### config.mk
export PLATFORM = sky130hd
export DESIGN_NAME = fifo_rd_stream
export DESIGN_NICKNAME = d
export VERILOG_FILES = /design/src/rtl/fifo_rd_pkg.sv /design/src/rtl/fifo_rd_buf.sv /design/src/rtl/fifo_rd_stream.sv
export SDC_FILE = /design/constraint.sdc
export NUM_CORES = 1
export LEC_CHECK = 0
export ABC_AREA = 1
export CELL_PAD_IN_SITES_DETAIL_PLACEMENT = 0
export CELL_PAD_IN_SITES_GLOBAL_PLACEMENT = 2
export CORE_MARGIN = 5
export CORE_UTILIZATION = 35
export DETAILED_ROUTE_END_ITERATION = 10
export HOLD_SLACK_MARGIN = 0.03
export PLACE_DENSITY = 0.85
export RECOVER_POWER = 100
export SYNTH_ARGS = -nofsm -noshare
export SYNTH_HDL_FRONTEND = slang
export SYNTH_SLANG_ARGS = --single-unit
### constraint.sdc
create_clock -name clk_i -period 3.1 [get_ports clk_i]
set_input_delay 0.62 -clock clk_i [delete_from_list [all_inputs] [get_ports clk_i]]
set_output_delay 0.62 -clock clk_i [all_outputs]
set_load 0.005 [all_outputs]
### src/rtl/fifo_rd_pkg.sv
// Shared defaults and sizing helpers for the FIFO read-side stream controller.
package fifo_rd_pkg;

    localparam int DATA_W_DEF    = 8;
    localparam int PKT_LEN_DEF   = 6;
    localparam int BUF_DEPTH_DEF = 4;
    localparam int PKT_CNT_W     = 16;

    // Index width for a range of 'depth' values; never narrower than one bit.
    function automatic int ptr_w(input int depth);
        return (depth > 1) ? $clog2(depth) : 1;
    endfunction

    function automatic int occ_w(input int depth);
        return $clog2(depth + 1);
    endfunction

    localparam int OCC_W_DEF = $clog2(BUF_DEPTH_DEF + 1);
    typedef logic [OCC_W_DEF-1:0] occ_t;

endpackage

### src/rtl/fifo_rd_buf.sv
// Circular skid buffer between the FIFO read port and the output stream.
module fifo_rd_buf
    import fifo_rd_pkg::*;
#(
    parameter int DATA_W = DATA_W_DEF,
    parameter int DEPTH  = BUF_DEPTH_DEF
) (
    input  logic                       clk_i,
    input  logic                       rst_i,
    input  logic                       push_i,
    input  logic [DATA_W-1:0]          push_data_i,
    input  logic                       pop_i,
    output logic [DATA_W-1:0]          head_data_o,
    output logic [occ_w(DEPTH)-1:0]    occ_o
);

    localparam int PW = ptr_w(DEPTH);
    localparam int OW = occ_w(DEPTH);
    localparam logic [PW-1:0] PTR_LAST = PW'(DEPTH - 1);

    logic [DATA_W-1:0] mem_r [DEPTH];
    logic [PW-1:0]     wr_ptr_r;
    logic [PW-1:0]     rd_ptr_r;
    logic [OW-1:0]     occ_r;

    // Pointers wrap at DEPTH, which need not be a power of two.
    function automatic logic [PW-1:0] next_ptr(input logic [PW-1:0] p);
        return (p == PTR_LAST) ? {PW{1'b0}} : p + PW'(1);
    endfunction

    // Storage array and write pointer.
    always_ff @(posedge clk_i or posedge rst_i) begin
        if (rst_i) begin
            for (int i = 0; i < DEPTH; i++) begin
                mem_r[i] <= {DATA_W{1'b0}};
            end
            wr_ptr_r <= {PW{1'b0}};
        end else if (push_i) begin
            mem_r[wr_ptr_r] <= push_data_i;
            wr_ptr_r        <= next_ptr(wr_ptr_r);
        end else begin
            wr_ptr_r <= wr_ptr_r;
        end
    end

    // Read pointer and occupancy; a simultaneous push and pop leaves occupancy unchanged.
    always_ff @(posedge clk_i or posedge rst_i) begin
        if (rst_i) begin
            rd_ptr_r <= {PW{1'b0}};
            occ_r    <= {OW{1'b0}};
        end else begin
            if (pop_i) begin
                rd_ptr_r <= next_ptr(rd_ptr_r);
            end else begin
                rd_ptr_r <= rd_ptr_r;
            end
            case ({push_i, pop_i})
                2'b10:   occ_r <= occ_r + OW'(1);
                2'b01:   occ_r <= occ_r - OW'(1);
                default: occ_r <= occ_r;
            endcase
        end
    end

    assign head_data_o = mem_r[rd_ptr_r];
    assign occ_o       = occ_r;

endmodule

### src/rtl/fifo_rd_stream.sv
// Drains the dual-clock FIFO read port into a framed valid/ready stream.
// Define FIFO_RD_FWFT_EN when the attached FIFO is first-word-fall-through.
module fifo_rd_stream
    import fifo_rd_pkg::*;
#(
    parameter int DATA_W    = DATA_W_DEF,
    parameter int BUF_DEPTH = BUF_DEPTH_DEF,
    parameter int PKT_LEN   = PKT_LEN_DEF
) (
    input  logic                  clk_i,
    input  logic                  rst_i,
    input  logic                  enable_i,
    input  logic [DATA_W-1:0]     fifo_dout_i,
    input  logic                  fifo_empty_i,
    output logic                  fifo_rd_en_o,
    output logic [DATA_W-1:0]     m_data_o,
    output logic                  m_valid_o,
    input  logic                  m_ready_i,
    output logic                  m_last_o,
    output logic [PKT_CNT_W-1:0]  pkt_cnt_o
);

    localparam int OW = occ_w(BUF_DEPTH);
    localparam int BW = ptr_w(PKT_LEN);
    localparam logic [BW-1:0] BEAT_LAST = BW'(PKT_LEN - 1);

    logic [OW-1:0]        occ_s;
    logic [DATA_W-1:0]    head_s;
    logic                 rd_en_s;
    logic                 push_s;
    logic                 pop_s;
    logic                 valid_s;
    logic                 last_s;
    logic [BW-1:0]        beat_r;
    logic [PKT_CNT_W-1:0] pkt_cnt_r;

`ifdef FIFO_RD_FWFT_EN
    // Fall-through data is captured on the same edge that acknowledges it.
    always_comb begin
        rd_en_s = 1'b0;
        if (!rst_i && enable_i && !fifo_empty_i && (int'(occ_s) < BUF_DEPTH)) begin
            rd_en_s = 1'b1;
        end else begin
            rd_en_s = 1'b0;
        end
    end

    assign push_s = rd_en_s;
`else
    logic infl_r;

    // Reserve a buffer slot for every outstanding read so capture can never overflow.
    always_comb begin
        rd_en_s = 1'b0;
        if (!rst_i && enable_i && !fifo_empty_i
            && ((int'(occ_s) + int'(infl_r)) < BUF_DEPTH)) begin
            rd_en_s = 1'b1;
        end else begin
            rd_en_s = 1'b0;
        end
    end

    // One-cycle read latency: the word requested last cycle lands this edge.
    always_ff @(posedge clk_i or posedge rst_i) begin
        if (rst_i) begin
            infl_r <= 1'b0;
        end else begin
            infl_r <= rd_en_s;
        end
    end

    assign push_s = infl_r;
`endif

    fifo_rd_buf #(
        .DATA_W (DATA_W),
        .DEPTH  (BUF_DEPTH)
    ) u_buf (
        .clk_i       (clk_i),
        .rst_i       (rst_i),
        .push_i      (push_s),
        .push_data_i (fifo_dout_i),
        .pop_i       (pop_s),
        .head_data_o (head_s),
        .occ_o       (occ_s)
    );

    assign valid_s = (occ_s != {OW{1'b0}});
    assign pop_s   = valid_s & m_ready_i;
    assign last_s  = valid_s & (beat_r == BEAT_LAST);

    // Beat position within the packet and completed-packet count.
    always_ff @(posedge clk_i or posedge rst_i) begin
        if (rst_i) begin
            beat_r    <= {BW{1'b0}};
            pkt_cnt_r <= {PKT_CNT_W{1'b0}};
        end else if (pop_s) begin
            if (beat_r == BEAT_LAST) begin
                beat_r    <= {BW{1'b0}};
                pkt_cnt_r <= pkt_cnt_r + PKT_CNT_W'(1);
            end else begin
                beat_r    <= beat_r + BW'(1);
                pkt_cnt_r <= pkt_cnt_r;
            end
        end else begin
            beat_r    <= beat_r;
            pkt_cnt_r <= pkt_cnt_r;
        end
    end

    assign fifo_rd_en_o = rd_en_s;
    assign m_data_o     = head_s;
    assign m_valid_o    = valid_s;
    assign m_last_o     = last_s;
    assign pkt_cnt_o    = pkt_cnt_r;

endmodule

### Signal wires on met2

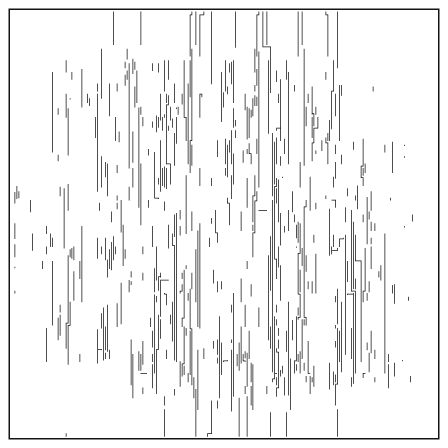
nets with wire on the layer: 298
wire length on this layer: 2780 um
longest straight run: 40.1 um
share of all routed wire: 44%

### Routing congestion map

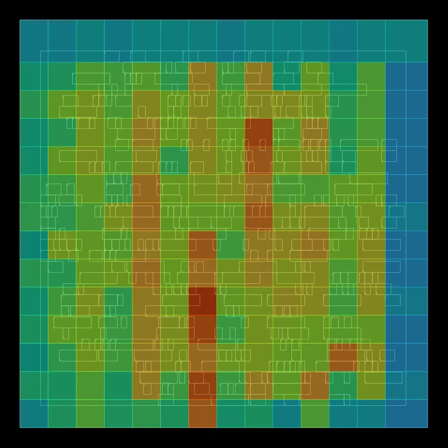
met3 track demand over resource: 0.0278
post-route core utilization: 0.446
global routing usage on met1: 0.192
met2 Usage GRT: 0.208

### Cell density map

Scale bar: 20 um. The die is cut into 10 by 10 equal tiles; dark blue is low, red is high, 0 to 100% covered.
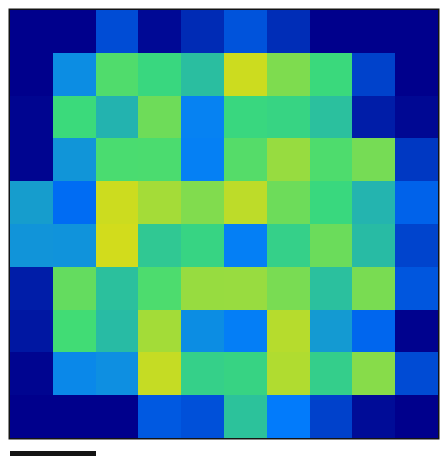
fullest tile: 69%
densest ninth of the die: middle
emptiest ninth of the die: top right
mean over tiles: 34%
nearly empty tiles: 17%
core outline area: 0.00781 sq mm
floorplan utilization: 0.364

==> results.txt <==
Notes on the flow run.

- The top cell type's share of synthesized area is 0.520, for reference.
- The data required time of the worst path is 2.48 ns, for reference.
- The overall chip area is 0.0100 sq mm, for reference.
- For reference, the post-synthesis area per instance comes to 8.45 sq um.
- Per the summary, power density relative to cell area is 816 mW/mm^2.
- The insertion delay to the later sink of the worst-skew pair is 0.33 ns, for reference.
- From bottom edge to top edge, the die measures 100 um.
- The largest net degree at the start of global routing is 41, for reference.
- In the final layout, the fill cell count is 832.
- The worst path needs 2.76 ns of the cycle, external delays included.
- The most common logic cell in the routed design is nand2_1, for reference.
- The kind of cell adding the most delay to the critical path is buffers and inverters, for reference.
- In this design, the stage delay of the slowest critical-path cell is 0.60 ns.
- The max-slew check reports its worst relative slack as 0.322.
- The CTS tree is yes, for reference.
- The report puts the cell count of the worst reg-to-reg path at 6.
- Between clock sinks in the finished design, the worst skew comes to 0.00853 ns.
- The cell type with the highest occurrence count on the critical path is dlygate4sd3_1, for reference.
- The overall via count from detail_route is 2223, for reference.
- Per the OpenROAD power report, leakage power amounts to 1.66 nW.
- Setup repair after global routing left no endpoint under its margin.
- The repair_antennas step left the layout with diodes totalling 0.
- The number of cells on the worst hold path is listed as 2.
- The first global-routing pass estimated 10.9 mm of wire.
- The worst setup path is of the primary input to output port kind.
- The fraction of registers with async set or reset after synthesis is 1.00, for reference.
- Max fanout on the critical path was recorded as 2.
- Synthesis produced 336 cells.
- The flow ran to the end, and the final reports show no timing, DRC or antenna violations.
- Summed over all layers, the routed wires come to 6.32 mm.
- On the critical path the data arrives at 2.14 ns.
- The most common cell in the netlist is nand2_1, for reference.
- The number of cells in Yosys stat is 336, for reference.
- The area of the synthesized netlist per yosys stat is 0.00284 sq mm, for reference.
- The post-synthesis net count is 357, for reference.
- The aoi/oai-family share of the synthesized area is 0.126, for reference.
### Cell sizes after repair

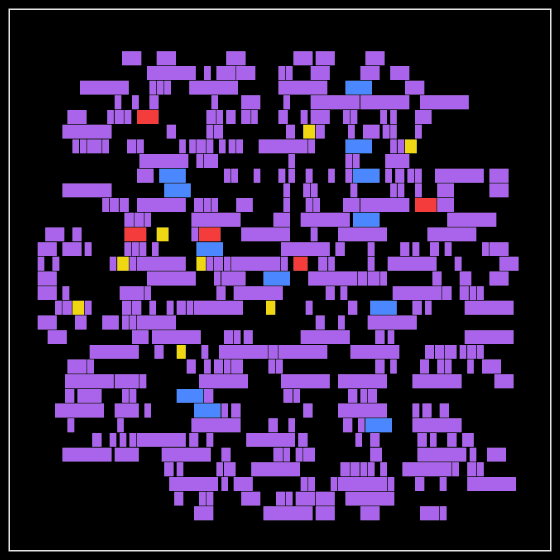
[blue] x6 and larger | cells: 12 | share: 3.1% | most used: clkbuf_8
[yellow] x2 | cells: 8 | share: 2.1% | most used: nor2_2
[red] x3 and x4 | cells: 5 | share: 1.3% | most used: nor2_4
[purple] x1 and smaller | cells: 358 | share: 93% | most used: nand2_1
smallest setup slack after layout: 0.342 ns
Post-Layout Inst Area: 0.00349 sq mm

### The metal 1 layer

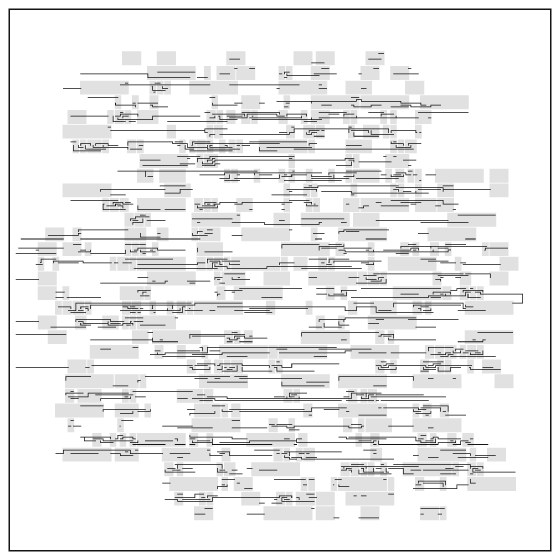
wire length on this layer: 3220 um
share of all routed wire: 51%
longest straight run: 25.8 um

## worst min-delay path, cell delays in order (launching register included)
cell	delay [ns]
dfrtp_1	0.34
nand2_1	0.05
o21ai_0	0.06
## metrics by stage
step                      std cells  hold WS, ns   util  cell area [sq um]
after floorplan                 336        0.448      -               2840
after global placement          470        0.460  0.427               3330
after detailed placement        470        0.468  0.427               3330
after CTS                       485        0.483  0.450               3510
after global routing            485        0.499  0.446               3490
final                           485        0.480  0.446               3490
## where the power goes
part	internal, mW	total [mW]	switching, mW
combinational	0.449	0.963	0.514
clock	0.349	0.636	0.287
sequential	1.05	1.24	0.191
## flip-flops by register name, indices dropped and copies added (netlist names)
name / cells
pkt_cnt_o: 16
infl_r: 1
u_buf.mem_r: 32
u_buf.occ_o: 3
u_buf.rd_ptr_r: 2
u_buf.wr_ptr_r: 2
beat_r: 3
## cell type report
class | count | area [sq um] | area share
multi-input cells | 231 | 1160 | 0.333
repair buffers | 41 | 403 | 0.116
clock inverters | 2 | 10.0 | 0.00287
clock buffers | 13 | 169 | 0.0485
well taps | 102 | 128 | 0.0366
inverters | 37 | 139 | 0.0398
flip-flops and latches | 59 | 1480 | 0.424
## cell families after synthesis
logic type      after synthesis
compound gates               69
xor+xnor                     10
fa+ha+maj                     8
buf+inv                      46
flops                        59
simple gates                144
## how the worst max path moves through the flow
stage	start	to	slack (ns)	depth (start not counted)
after CTS	u_buf.rd_ptr_r[1]$_DFFE_PP0P_	m_data_o[0]	0.42	4
after global routing	rst_i	fifo_rd_en_o	0.25	5
after global placement	rst_i	fifo_rd_en_o	0.55	5
final	rst_i	fifo_rd_en_o	0.34	5
after floorplan	rst_i	beat_r[0]$_DFFE_PP0P_	1.02	1
after detailed placement	rst_i	fifo_rd_en_o	0.49	5
Power and IR drop assume default switching activity.
